run_1/flops_by_reg.png
(2 px per µm)
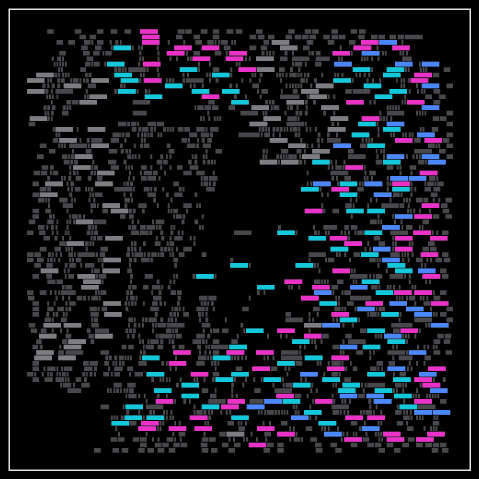
run_1/congestion.png
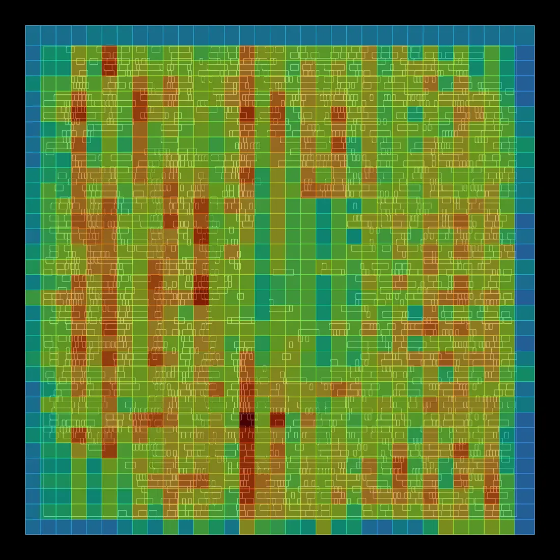
run_1/wires.png
(2 px per µm) Only two layers are drawn.
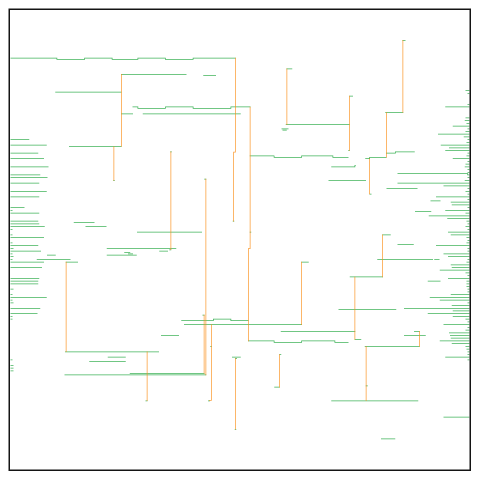
$ cat src/rtl/alut_age_scheduler.sv
// alut_age_scheduler
// Sequences the ALUT age-check and flush scans. It owns the prescaled time
// base and walks every table entry through a shared synchronous-read memory
// port. Aged or flushed entries are invalidated. The port is handed over to
// the address checker whenever that checker is active.
//
// Ports:
//   pclk, n_p_reset      clock, asynchronous active-low reset
//   div_clk              prescaler terminal count (0 = tick every cycle)
//   best_bfr_age         age threshold; an entry is aged when its age is strictly greater
//   command              one-cycle pulse: 01 invalidate aged, 10 flush all
//   add_check_active     address checker owns the memory port this cycle
//   mem_rdata            read data, valid in the cycle after mem_re
//   mem_re/mem_we        read/write strobes
//   mem_addr/mem_wdata   entry index and write data; both hold between strobes
//   curr_time            free-running time base
//   age_check_active     scan in progress
//   inval_in_prog        invalidating write this cycle
//   lst_inv_addr_cmd     mac of the last entry the scan invalidated
//   lst_inv_port_cmd     port of the last entry the scan invalidated
module alut_age_scheduler #(
  parameter int unsigned NUM_ENTRIES = 256,
  parameter int unsigned IDX_W       = 8
) (
  input  logic             pclk,
  input  logic             n_p_reset,
  input  logic [7:0]       div_clk,
  input  logic [31:0]      best_bfr_age,
  input  logic [1:0]       command,
  input  logic             add_check_active,
  input  logic [82:0]      mem_rdata,
  output logic             mem_re,
  output logic             mem_we,
  output logic [IDX_W-1:0] mem_addr,
  output logic [82:0]      mem_wdata,
  output logic [31:0]      curr_time,
  output logic             age_check_active,
  output logic             inval_in_prog,
  output logic [47:0]      lst_inv_addr_cmd,
  output logic [1:0]       lst_inv_port_cmd
);

  localparam int unsigned VALID_BIT = 82;
  localparam logic [IDX_W-1:0] LAST_IDX = IDX_W'(NUM_ENTRIES - 1);

  typedef enum logic [2:0] {IDLE, READ, CHECK, WRITE, DONE} state_t;

  state_t           state, state_nxt;
  logic [7:0]       pre_cnt;
  logic             tick;
  logic             flush_mode, flush_mode_nxt;
  logic [IDX_W-1:0] idx, idx_nxt, addr_q;
  logic [82:0]      entry, entry_nxt, wdata_q;
  logic [31:0]      age;

  // Prescaler and time base
  assign tick = (pre_cnt == div_clk);

  always_ff @(posedge pclk or negedge n_p_reset) begin
    if (!n_p_reset) begin
      pre_cnt   <= 8'd0;
      curr_time <= 32'd0;
    end else begin
      pre_cnt <= tick ? 8'd0 : pre_cnt + 8'd1;
      if (tick) curr_time <= curr_time + 32'd1;
    end
  end

  // Modulo-2^32 difference, so a wrapped curr_time still yields the true age
  assign age = curr_time - mem_rdata[31:0];

  // State register and scan context
  always_ff @(posedge pclk or negedge n_p_reset) begin
    if (!n_p_reset) begin
      state      <= IDLE;
      idx        <= '0;
      flush_mode <= 1'b0;
      entry      <= 83'd0;
    end else begin
      state      <= state_nxt;
      idx        <= idx_nxt;
      flush_mode <= flush_mode_nxt;
      entry      <= entry_nxt;
    end
  end

  // Next-state and strobe decode
  always_comb begin
    state_nxt      = state;
    idx_nxt        = idx;
    flush_mode_nxt = flush_mode;
    entry_nxt      = entry;
    mem_re         = 1'b0;
    mem_we         = 1'b0;
    inval_in_prog  = 1'b0;
    unique case (state)
      IDLE: begin
        if (command == 2'b01 || command == 2'b10) begin
          flush_mode_nxt = command[1];
          idx_nxt        = '0;
          state_nxt      = READ;
        end
      end
      READ: begin
        if (!add_check_active) begin
          mem_re    = 1'b1;
          state_nxt = CHECK;
        end
      end
      CHECK: begin
        entry_nxt = mem_rdata;
        if (mem_rdata[VALID_BIT] && (flush_mode || age > best_bfr_age)) begin
          state_nxt = WRITE;
        end else if (idx == LAST_IDX) begin
          state_nxt = DONE;
        end else begin
          idx_nxt   = idx + IDX_W'(1);
          state_nxt = READ;
        end
      end
      WRITE: begin
        // The checker may rewrite this entry, so yield and re-read it
        if (add_check_active) begin
          state_nxt = READ;
        end else begin
          mem_we        = 1'b1;
          inval_in_prog = 1'b1;
          if (idx == LAST_IDX) begin
            state_nxt = DONE;
          end else begin
            idx_nxt   = idx + IDX_W'(1);
            state_nxt = READ;
          end
        end
      end
      DONE:    state_nxt = IDLE;
      default: state_nxt = IDLE;
    endcase
  end

  assign age_check_active = (state != IDLE);

  // Address and write data follow the strobes and otherwise hold
  assign mem_addr  = (mem_re || mem_we) ? idx : addr_q;
  assign mem_wdata = mem_we ? {1'b0, entry[81:0]} : wdata_q;

  always_ff @(posedge pclk or negedge n_p_reset) begin
    if (!n_p_reset) begin
      addr_q           <= '0;
      wdata_q          <= 83'd0;
      lst_inv_addr_cmd <= 48'd0;
      lst_inv_port_cmd <= 2'd0;
    end else begin
      addr_q  <= mem_addr;
      wdata_q <= mem_wdata;
      if (mem_we) begin
        lst_inv_addr_cmd <= entry[79:32];
        lst_inv_port_cmd <= entry[81:80];
      end
    end
  end

endmodule

$ cat config.mk
export PLATFORM = sky130hd
export DESIGN_NAME = alut_age_scheduler
export DESIGN_NICKNAME = d
export VERILOG_FILES = /design/src/rtl/alut_age_scheduler.sv
export SDC_FILE = /design/constraint.sdc
export NUM_CORES = 1
export LEC_CHECK = 0
export ABC_AREA = 1
export CAP_MARGIN = 20
export CORE_MARGIN = 8
export CORE_UTILIZATION = 30
export DETAILED_ROUTE_END_ITERATION = 10
export PLACE_DENSITY_LB_ADDON = 0.12
export RECOVER_POWER = 25
export SYNTH_ARGS = -nofsm -noshare
export SYNTH_HDL_FRONTEND = slang
export SYNTH_SLANG_ARGS = --single-unit
$ cat constraint.sdc
create_clock -name pclk -period 6.1 [get_ports pclk]
set_input_delay 1.83 -clock pclk [delete_from_list [all_inputs] [get_ports pclk]]
set_output_delay 1.83 -clock pclk [all_outputs]
set_load 0.005 [all_outputs]
==> run notes, run 1 <==
Physical implementation.

- The async set-or-reset flop fraction in the synthesized netlist is 1.00.
- The first element of the critical path is add_check_active.
- Per the detail_route log, met3 wirelength is 2230 µm.
- The final net count is 2,191.
- When the netlist entered floorplanning its net count stood at 1,875.
- The I/O pin total is 305.
- The number of cells in Yosys stat is 1,680.
- The worst-case reg-to-reg setup slack stands at 1.04 ns.
- The power report puts the leakage power at 9.40 nW.
- In this run the vertical extent of the chip is 230 µm.
- The origin of the worst min-delay path is entry[56].
- In the hold timing report, the worst path depth is 2.
- Power comes to 8.44 mW.
- The iteration-0 DRC count of the detailed router is 573.
- The number of warnings printed during yosys synthesis is 0.
- The total of flip-flops plus latches after synthesis is 275.
- The total instance count after detailed placement is 2,559.
- Setup repair after global routing left no endpoint under its margin.
- The combinational family with the most area after synthesis is simple AND/OR/NAND/NOR gates.
- The distinct cell type count of the synthesized netlist is 50.
- The critical path depth is 9.
- Entering global routing, the biggest net connects 130 pins.
- The final antenna-violating net count is 0.
- STA classifies the critical path endpoint as a primary output.
- The startpoint type of the worst setup path is a primary input.
- The final reports fail on capacitance limit, slew limit.
- The report puts the cell count of the worst reg-to-reg path at 5.
- In the final routing, the length of wire on met1 measures 21,500 µm.
- The overall die width is 230 µm.
- After clock tree synthesis, the repair step resized 0 gates.
- The kind of path behind the tightest hold check is reg2reg.
- The final worst setup slack is 0.293 ns.
- The total of endpoints with negative setup slack in the final report is 0.
- The routed wire length is 46,000 µm.
- The total track usage is 0.171.
- The area of the core is 0.0453 mm².
- In this run the worst setup path terminates at mem_wdata[71].
- The multiplexer area fraction after synthesis is 0.000822.
- The transition time recorded at the tightest slew-check pin is 4.08 ns.
- The final non-filler cell area is 0.0188 mm².
- In the routed layout, each cell is associated on average with a via count of 4.52.
- The gate count of the mapped netlist is 1,680.
- For the worst setup path, the data arrival time is 3.98 ns.
- The number of global-route vias before repair is 12,000.
- The length of the first detailed-routing pass in iterations is 5.
- The CTS clock-pin slew for the worst setup and hold paths is 0.05 ns.
- Per the synth stats, the flop cell with the highest instance count is sky130_fd_sc_hd__dfrtp_1.
- By instance count after routing, the leading logic cell type is sky130_fd_sc_hd__nand2_1.
- The critical register-to-register path startpoint is state[1].
- The part of the power in combinational logic is 0.392.
- The highest ir drop seen on vdd is 0.241 mV.
- The buffer type at the clock tree root is sky130_fd_sc_hd__clkbuf_16.
- The switching power total is 2.93 mW.
- The worst register-to-register path ends at entry[9].
- The maximum cell stage delay along the critical path is 0.50 ns.
- The routed design shows a wire length per standard cell of 17.5 µm.
- The cell-mix breakdown from Yosys lists the simple-gate area share as 0.273.
- The total clock buffers created by CTS is 35.
- The flow ran to the end, but the final reports show violations.
- Dividing the synthesized area by the synthesized cell count gives 8.16 µm².
- The cell area after synthesis is 0.0137 mm².
- The final count of pins violating max slew is 274.
- Per the OpenROAD floorplan log, the area of the die is 0.0528 mm².
- The tally of filler cells in the layout is 4,643.
- The clock network power reported by the tool is 2.16 mW.
- The number of maximum-capacitance violations recorded for the run is 3.
- The tightest slew margin relative to the limit is -1.72.
- The wire length of the first global-routing pass is 71,200 µm.
- The worst slack on hold paths is 0.467 ns.
- The synthesized-area fraction occupied by ao, oa, aoi and oai cells is 0.0633.
- The summed negative setup slack over all endpoints is 0 ns.
- Once placement finished, the instance area stood at 0.0176 mm².
- For reference, the placement row count at floorplan is 78.
- Per the GRT congestion report, total overflow comes to 0.
- In the layout the commonest cells are 727 x sky130_fd_sc_hd__nand2_1, 291 x sky130_fd_sc_hd__clkdlybuf4s50_1, 275 x sky130_fd_sc_hd__dfrtp_1, 145 x sky130_fd_sc_hd__inv_1, 85 x sky130_fd_sc_hd__nor2_1.
About flops_by_reg.png:
name in the netlist	color	sequential cells
wdata_q	magenta	83
entry	cyan	82
lst_inv_addr_cmd	blue	48
not colored	62

About congestion.png:
final core utilization: 0.414
met2 GRT Util: 0.273
global routing's busiest layer: met2

About wires.png:
layer	color	wire length
metal 3	green	2,230 µm
metal 4	orange	839 µm

-- run 1: synthesized netlist by cell type, types with 4 or more instances --
| cell | count |
|---|---|
| sky130_fd_sc_hd__o21ai_1 | 5 |
| sky130_fd_sc_hd__nand4_1 | 14 |
| sky130_fd_sc_hd__o21ai_0 | 57 |
| sky130_fd_sc_hd__ha_1 | 66 |
| sky130_fd_sc_hd__buf_1 | 4 |
| sky130_fd_sc_hd__o21bai_1 | 7 |
| sky130_fd_sc_hd__inv_2 | 6 |
| sky130_fd_sc_hd__xnor2_1 | 26 |
| sky130_fd_sc_hd__nor2_1 | 84 |
| sky130_fd_sc_hd__inv_1 | 146 |
| sky130_fd_sc_hd__xor2_1 | 40 |
| sky130_fd_sc_hd__nand3_1 | 28 |
| sky130_fd_sc_hd__nor4_1 | 6 |
| sky130_fd_sc_hd__buf_2 | 10 |
| sky130_fd_sc_hd__clkbuf_1 | 32 |
| sky130_fd_sc_hd__a21oi_1 | 71 |
| sky130_fd_sc_hd__nand2_1 | 728 |
| sky130_fd_sc_hd__nor3_1 | 26 |
| sky130_fd_sc_hd__dfrtp_1 | 275 |
| sky130_fd_sc_hd__nor3_2 | 4 |
-- run 1: cell type report --
type,count,area (µm²),share of cell area
flip-flops and latches,275,6880,0.367
multi-input cells,1205,6060,0.323
repair buffers,326,3280,0.175
clock buffers,49,978,0.0522
well taps,600,751,0.0400
inverters,153,578,0.0308
clock inverters,15,216,0.0115
diodes,4,10.0,0.000534
-- run 1: sequential cells by signal (all words and copies together), names as in the netlist, 3 cells and up --
signal / cells
wdata_q: 83
entry: 82
lst_inv_addr_cmd: 48
curr_time: 32
addr_q: 8
idx: 8
pre_cnt: 8
state: 3
run_1/layer_met1.png
(2 px per µm) Supply wires on this layer in gray. Cells faint in the background.
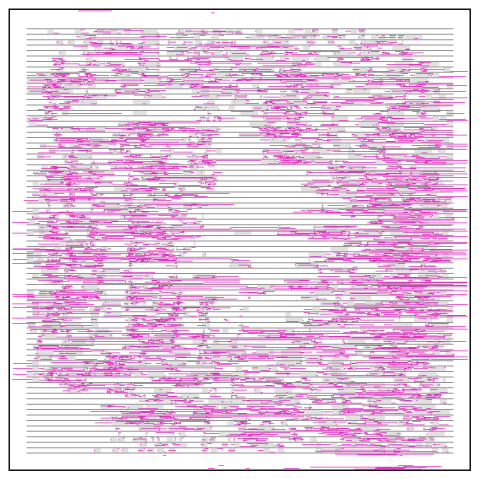

==> run 2: changes to the inputs <==
==> constraint.sdc (replaced) <==
create_clock -name pclk -period 5.7 [get_ports pclk]
set_input_delay 1.71 -clock pclk [delete_from_list [all_inputs] [get_ports pclk]]
set_output_delay 1.71 -clock pclk [all_outputs]
set_load 0.005 [all_outputs]
run_2/layer_met1.png
(2 px per µm) Supply wires on this layer in gray. Cells faint in the background.
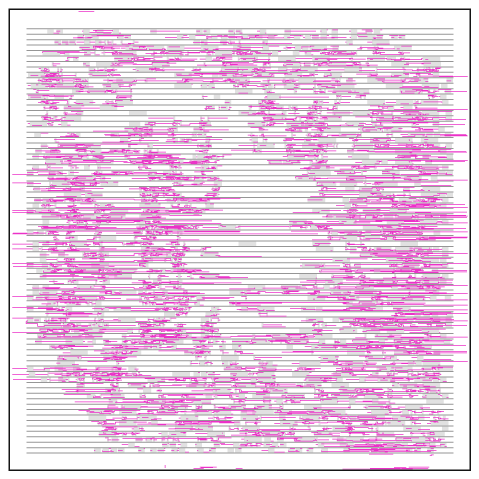
longest straight run	74.1 µm
wire length on this layer	21.0 mm
main direction	horizontal
share of all routed wire	46%
nets with wire on the layer	2,037

==> run 2 against run 1 <==
Effect of this change:
- the flow still finishes with violations (capacitance limit, slew limit)
- worst hold slack better by 0.00089 ns
- via count fell by 0.67%
- clock-buffer cell count rose by 2
==> run notes, run 2 <==
Physical implementation.

- The routed wire length is 45,700 µm (-0.56%).
- The area of the core was 0.0453 mm² (unchanged).
- By count the netlist is led by 728 x sky130_fd_sc_hd__nand2_1, 275 x sky130_fd_sc_hd__dfrtp_1, 146 x sky130_fd_sc_hd__inv_1.
- The number of cells in Yosys stat is 1,680 (unchanged).
- The cell area after synthesis came to 0.0137 mm² (unchanged).
- The final antenna-violating net count is 0 (unchanged).
- In the layout the commonest cells are 727 x sky130_fd_sc_hd__nand2_1, 302 x sky130_fd_sc_hd__clkdlybuf4s50_1, 275 x sky130_fd_sc_hd__dfrtp_1, 145 x sky130_fd_sc_hd__inv_1, 84 x sky130_fd_sc_hd__nor2_1.
- The number of diodes added for antenna fixing is 0 (-4).
- The setup slack of the worst register-to-register path is 1.00 ns (-0.04 ns).
- The cell count of the worst reg-to-reg path is 8 (+3).
- The part of the power in combinational logic was 0.392 (about the same).
- The length of the first detailed-routing pass in iterations is 5 (unchanged).
- The summed negative setup slack over all endpoints is 0 ns (unchanged).
- The number of standard-cell rows in the floorplan is 78 (unchanged).
- The flow ran to the end, but the final reports show violations.
- The number of max-cap violations was 2 (-1).
- The startpoint type of the worst setup path is a primary input.
- Tracing the worst setup path back leads to its startpoint at add_check_active.
- The final routed wire length divided by cell count was 17.5 µm (-0.18%).
- The global route total overflow is 0 (unchanged).
- The buffer type at the clock tree root is sky130_fd_sc_hd__clkbuf_16.
- The power attributed to the clock group came to 2.32 mW (+7%).
- The distinct cell type count of the synthesized netlist is 50 (unchanged).
- The synthesized area per cell was 8.16 µm² (unchanged).
- The total clock buffers created by CTS came to 34 (-2.9%).
- The instance count along the most critical hold path is 2 (unchanged).
- The flip-flop count of the largest register, all copies and words added came to 83 (unchanged).
- The checks that failed: capacitance limit, slew limit.
- The final net count is 2,189 (-0.091%).
- The highest-utilization routing layer at the global route stage is met2.
- The gate count of the mapped netlist is 1,680 (unchanged).
- The maximum cell stage delay along the critical path is 0.60 ns (+0.10 ns).
- The switching power total came to 3.11 mW (+6.3%).
- The final worst setup slack is 0.252 ns (-0.0415 ns).
- Among all flip-flop cells after synthesis, the most frequent one is sky130_fd_sc_hd__dfrtp_1.
- The transition time at the pin with the least slew margin came to 3.35 ns (-0.731 ns).
- The sum of internal, switching and leakage power is 9.04 mW (+7.1%).
- The end of the worst register-to-register path is entry[19].
- Looking at the gate-level netlist, the highest instance count belongs to sky130_fd_sc_hd__nand2_1.
- The number of global-route vias before repair was 11,900 (-0.42%).
- The final count of pins violating max slew is 172 (-37%).
- Setup repair after global routing left no endpoint under its margin.
- Per the cell usage report, the commonest logic cell in the layout is sky130_fd_sc_hd__nand2_1.
- The tightest slew margin relative to the limit is -1.24 (+0.487).
- Per the timing report, the most critical flop-to-flop path originates at state[2].
- The number of gates resized after CTS came to 0 (unchanged).
- The largest net degree at the start of global routing came to 128 (-1.5%).
- The CTS clock-pin slew for the worst setup and hold paths came to 0.06 ns (about the same).
- The iteration-0 DRC count of the detailed router came to 716 (+25%).
- The height of the die is 230 µm (unchanged).
- The end-of-flow core utilization is 0.414 (about the same).
run_2/wires.png
(2 px per µm) Only two layers are drawn.
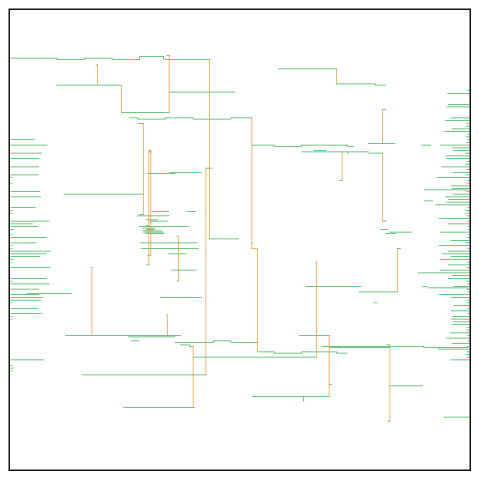
layer	color	wire length
metal 3	green	2,450 µm
metal 4	orange	828 µm

## run 2: cell counts after synthesis
Identical to the previous run, type by type.
## run 2: per-layer routing
metal | part of all wire | vias up
met5 | 0 | -
met3 | 0.054 | 54
li1 | - | 5922
met4 | 0.018 | 0
met2 | 0.47 | 258
met1 | 0.46 | 5568
## run 2: cell type report
class | instances | area [µm²]
multi-input cells | 1205 | 6070
fillers | 4600 | 26500
inverters | 153 | 578
flip-flops and latches | 275 | 6880
well taps | 600 | 751
repair buffers | 325 | 3270
clock inverters | 8 | 163
clock buffers | 51 | 1050
## run 2: per-stage QoR
step / hold WS, ns / instances / cell area (µm²)
after floorplan: 0.442 / 1680 / 13700
after global routing: 0.486 / 2617 / 18800
after CTS: 0.473 / 2617 / 18800
after detailed placement: 0.459 / 2558 / 17600
after global placement: 0.454 / 2558 / 17600
final: 0.468 / 2617 / 18800
## run 2: logic make-up (layout without fill, tap and decap cells)
| kind of cell | after synthesis | after routing | synth area share |
|---|---|---|---|
| buffers and inverters | 200 | 537 | 0.0561 |
| AOI/OAI and AO/OA | 156 | 156 | 0.0633 |
| xor gates and xnor gates | 67 | 67 | 0.0434 |
| and+or+nand+nor | 914 | 914 | 0.273 |
| muxes | 1 | 1 | 0.000822 |
| DFF | 275 | 275 | 0.502 |
| adders and majority gates | 67 | 67 | 0.0617 |
## run 2: how the worst min path moves through the flow
stage	startpoint	end	slack, ns
final	entry[67]	entry[67]	0.47
after global routing	entry[74]	entry[74]	0.49
after CTS	entry[67]	entry[67]	0.47
after detailed placement	entry[67]	entry[67]	0.46
after global placement	entry[52]	entry[52]	0.45
after floorplan	entry[0]	entry[0]	0.44
## run 2: worst max-delay path, delay by kind of cell
| kind | cells | cell delay [ns] |
|---|---|---|
| buffers and inverters | 5 | 1.58 |
| and+or+nand+nor | 3 | 0.34 |
==> run 3: changes to the inputs <==
--- a/config.mk
+++ b/config.mk
@@ -15,3 +15,4 @@
 export SYNTH_ARGS = -nofsm -noshare
 export SYNTH_HDL_FRONTEND = slang
 export SYNTH_SLANG_ARGS = --single-unit
+export TNS_END_PERCENT = 1
run_3/layer_met1.png
(2 px per µm) Supply wires on this layer in gray. Cells faint in the background.
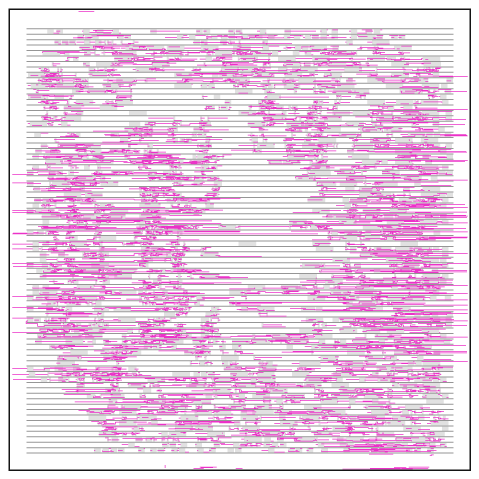
longest straight run	74.1 µm
share of all routed wire	46%
wire length on this layer	21.0 mm
nets with wire on the layer	2,037

run_3/layer_met4.png
(2 px per µm) Supply wires on this layer in gray.
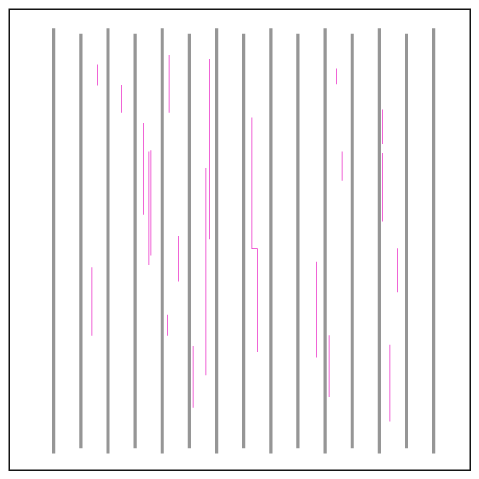
main direction	vertical
wire length on this layer	828 µm
share of all routed wire	1.8%
nets with wire on the layer	10
longest straight run	103 µm

==> run 3 against run 2 <==
Effect of this change:
- worst hold slack unchanged
- sequential power about the same
- largest power group unchanged
- first-iteration DRC count unchanged
- utilization unchanged
- the flow still finishes with violations (capacitance limit, slew limit)
- final area unchanged
- global-route usage unchanged
- largest cell class unchanged
- total power unchanged
- via count unchanged
- clock power about the same
- final cell count unchanged
==> run notes, run 3 <==
Physical implementation.

- The final worst setup slack came to 0.252 ns (unchanged).
- The iteration-0 DRC count of the detailed router is 716 (unchanged).
- The part of the power in combinational logic is 0.392 (about the same).
- The routed wire length is 45,700 µm (unchanged).
- The end-of-flow core utilization is 0.414 (unchanged).
- The number of max-cap violations is 2 (unchanged).
- The maximum cell stage delay along the critical path is 0.60 ns (about the same).
- The flip-flop count of the largest register, all copies and words added is 83 (unchanged).
- The flow ran to the end, but the final reports show violations.
- The final net count came to 2,189 (unchanged).
- The multi-input gate area in the final layout is 0.00607 mm² (unchanged).
- The power attributed to the clock group is 2.32 mW (about the same).
- The CTS clock-pin slew for the worst setup and hold paths is 0.06 ns (about the same).
- The transition time at the pin with the least slew margin was 3.35 ns (unchanged).
- The tally of filler cells in the layout is 4,600 (unchanged).
- The gate count of the mapped netlist is 1,680 (unchanged).
- The final non-filler cell area is 0.0188 mm² (unchanged).
- The largest net degree at the start of global routing is 128 (unchanged).
- The root buffer cell chosen for the clock tree is sky130_fd_sc_hd__clkbuf_16.
- The cell count of the worst reg-to-reg path is 8 (unchanged).
- The switching power total is 3.11 mW (unchanged).
- The number of buffer and inverter instances along the worst setup path is 5 (unchanged).
- Per STA, the startpoint of the critical path is add_check_active.
- In the post-synthesis netlist, the cell with the most instances is sky130_fd_sc_hd__nand2_1.
- The summed negative setup slack over all endpoints is 0 ns (unchanged).
- The number of cells in Yosys stat came to 1,680 (unchanged).
- The critical path depth came to 8 (unchanged).
- The timing report attributes the biggest portion of critical-path delay to buffers and inverters.
- The wire length on met1 is 21,000 µm (unchanged).
- The total clock buffers created by CTS came to 34 (unchanged).
- The library cells used most frequently in the layout, excluding fill and tap cells, are 727 x sky130_fd_sc_hd__nand2_1, 302 x sky130_fd_sc_hd__clkdlybuf4s50_1, 275 x sky130_fd_sc_hd__dfrtp_1, 145 x sky130_fd_sc_hd__inv_1, 84 x sky130_fd_sc_hd__nor2_1.
- Setup repair after global routing left no endpoint under its margin.
- The number of global-route vias before repair is 11,900 (unchanged).
- The tally of non-filler cells in the final layout is 2,617 (unchanged).
- By count the netlist is led by 728 x sky130_fd_sc_hd__nand2_1, 275 x sky130_fd_sc_hd__dfrtp_1, 146 x sky130_fd_sc_hd__inv_1.
- The number of standard-cell rows in the floorplan is 78 (unchanged).
- The final count of pins violating max slew came to 172 (unchanged).
- The met3 routed wirelength is 2450 µm (unchanged).
- The area of the core is 0.0453 mm² (unchanged).
- The number of gates resized after CTS is 0 (unchanged).
- The height of the die is 230 µm (unchanged).
- The global route total overflow came to 0 (unchanged).
- The sum of internal, switching and leakage power is 9.04 mW (unchanged).
- The checks that failed: capacitance limit, slew limit.
- The synthesized area per cell is 8.16 µm² (unchanged).
- The length of the first detailed-routing pass in iterations is 5 (unchanged).
-- run 3: cell families (layout without fill, tap and decap cells) --
| logic type | count (synthesis) | in the layout | share of synthesized area |
|---|---|---|---|
| xor gates and xnor gates | 67 | 67 | 0.0434 |
| buffers and inverters | 200 | 537 | 0.0561 |
| DFF | 275 | 275 | 0.502 |
| adders and majority gates | 67 | 67 | 0.0617 |
| muxes | 1 | 1 | 0.000822 |
| and+or+nand+nor | 914 | 914 | 0.273 |
| AOI/OAI and AO/OA | 156 | 156 | 0.0633 |
-- run 3: worst reg2reg max path, stage by stage, from the launching register on --
cell and delay (ns):
sky130_fd_sc_hd__dfrtp_1 0.37, sky130_fd_sc_hd__inv_1 0.07, sky130_fd_sc_hd__nand2_1 0.32, sky130_fd_sc_hd__nor2_4 0.17
sky130_fd_sc_hd__buf_4 0.59, sky130_fd_sc_hd__clkinvlp_2 1.67, sky130_fd_sc_hd__buf_4 0.96, sky130_fd_sc_hd__nand2_1 0.22
sky130_fd_sc_hd__o21ai_0 0.16
-- run 3: final cells by class --
| type | count | share of cell area |
|---|---|---|
| timing repair buffer | 325 | 0.174 |
| inverter | 153 | 0.0308 |
| tap | 600 | 0.0400 |
| clock inverter | 8 | 0.00867 |
| sequential | 275 | 0.367 |
| clock buffer | 51 | 0.0558 |
| multi-input combinational | 1205 | 0.323 |
-- run 3: path summary, 6_finish.rpt --
path	endpoint	slack [ns]
min in group asynchronous	lst_inv_addr_cmd[35]	2.25
min	entry[67]	0.47
max reg2reg	entry[19]	1.00
max	mem_wdata[17]	0.25
min reg2reg	entry[67]	0.47
max in group asynchronous	entry[43]	1.46
-- run 3: per-layer routing --
layer / global-route usage / vias up
met2: 0.277 / 258
met1: 0.227 / 5568
met3: 0.0401 / 54
met5: 0 / -
li1: - / 5922
met4: 0.0378 / 0
Power is estimated from default activity; no workload was simulated.
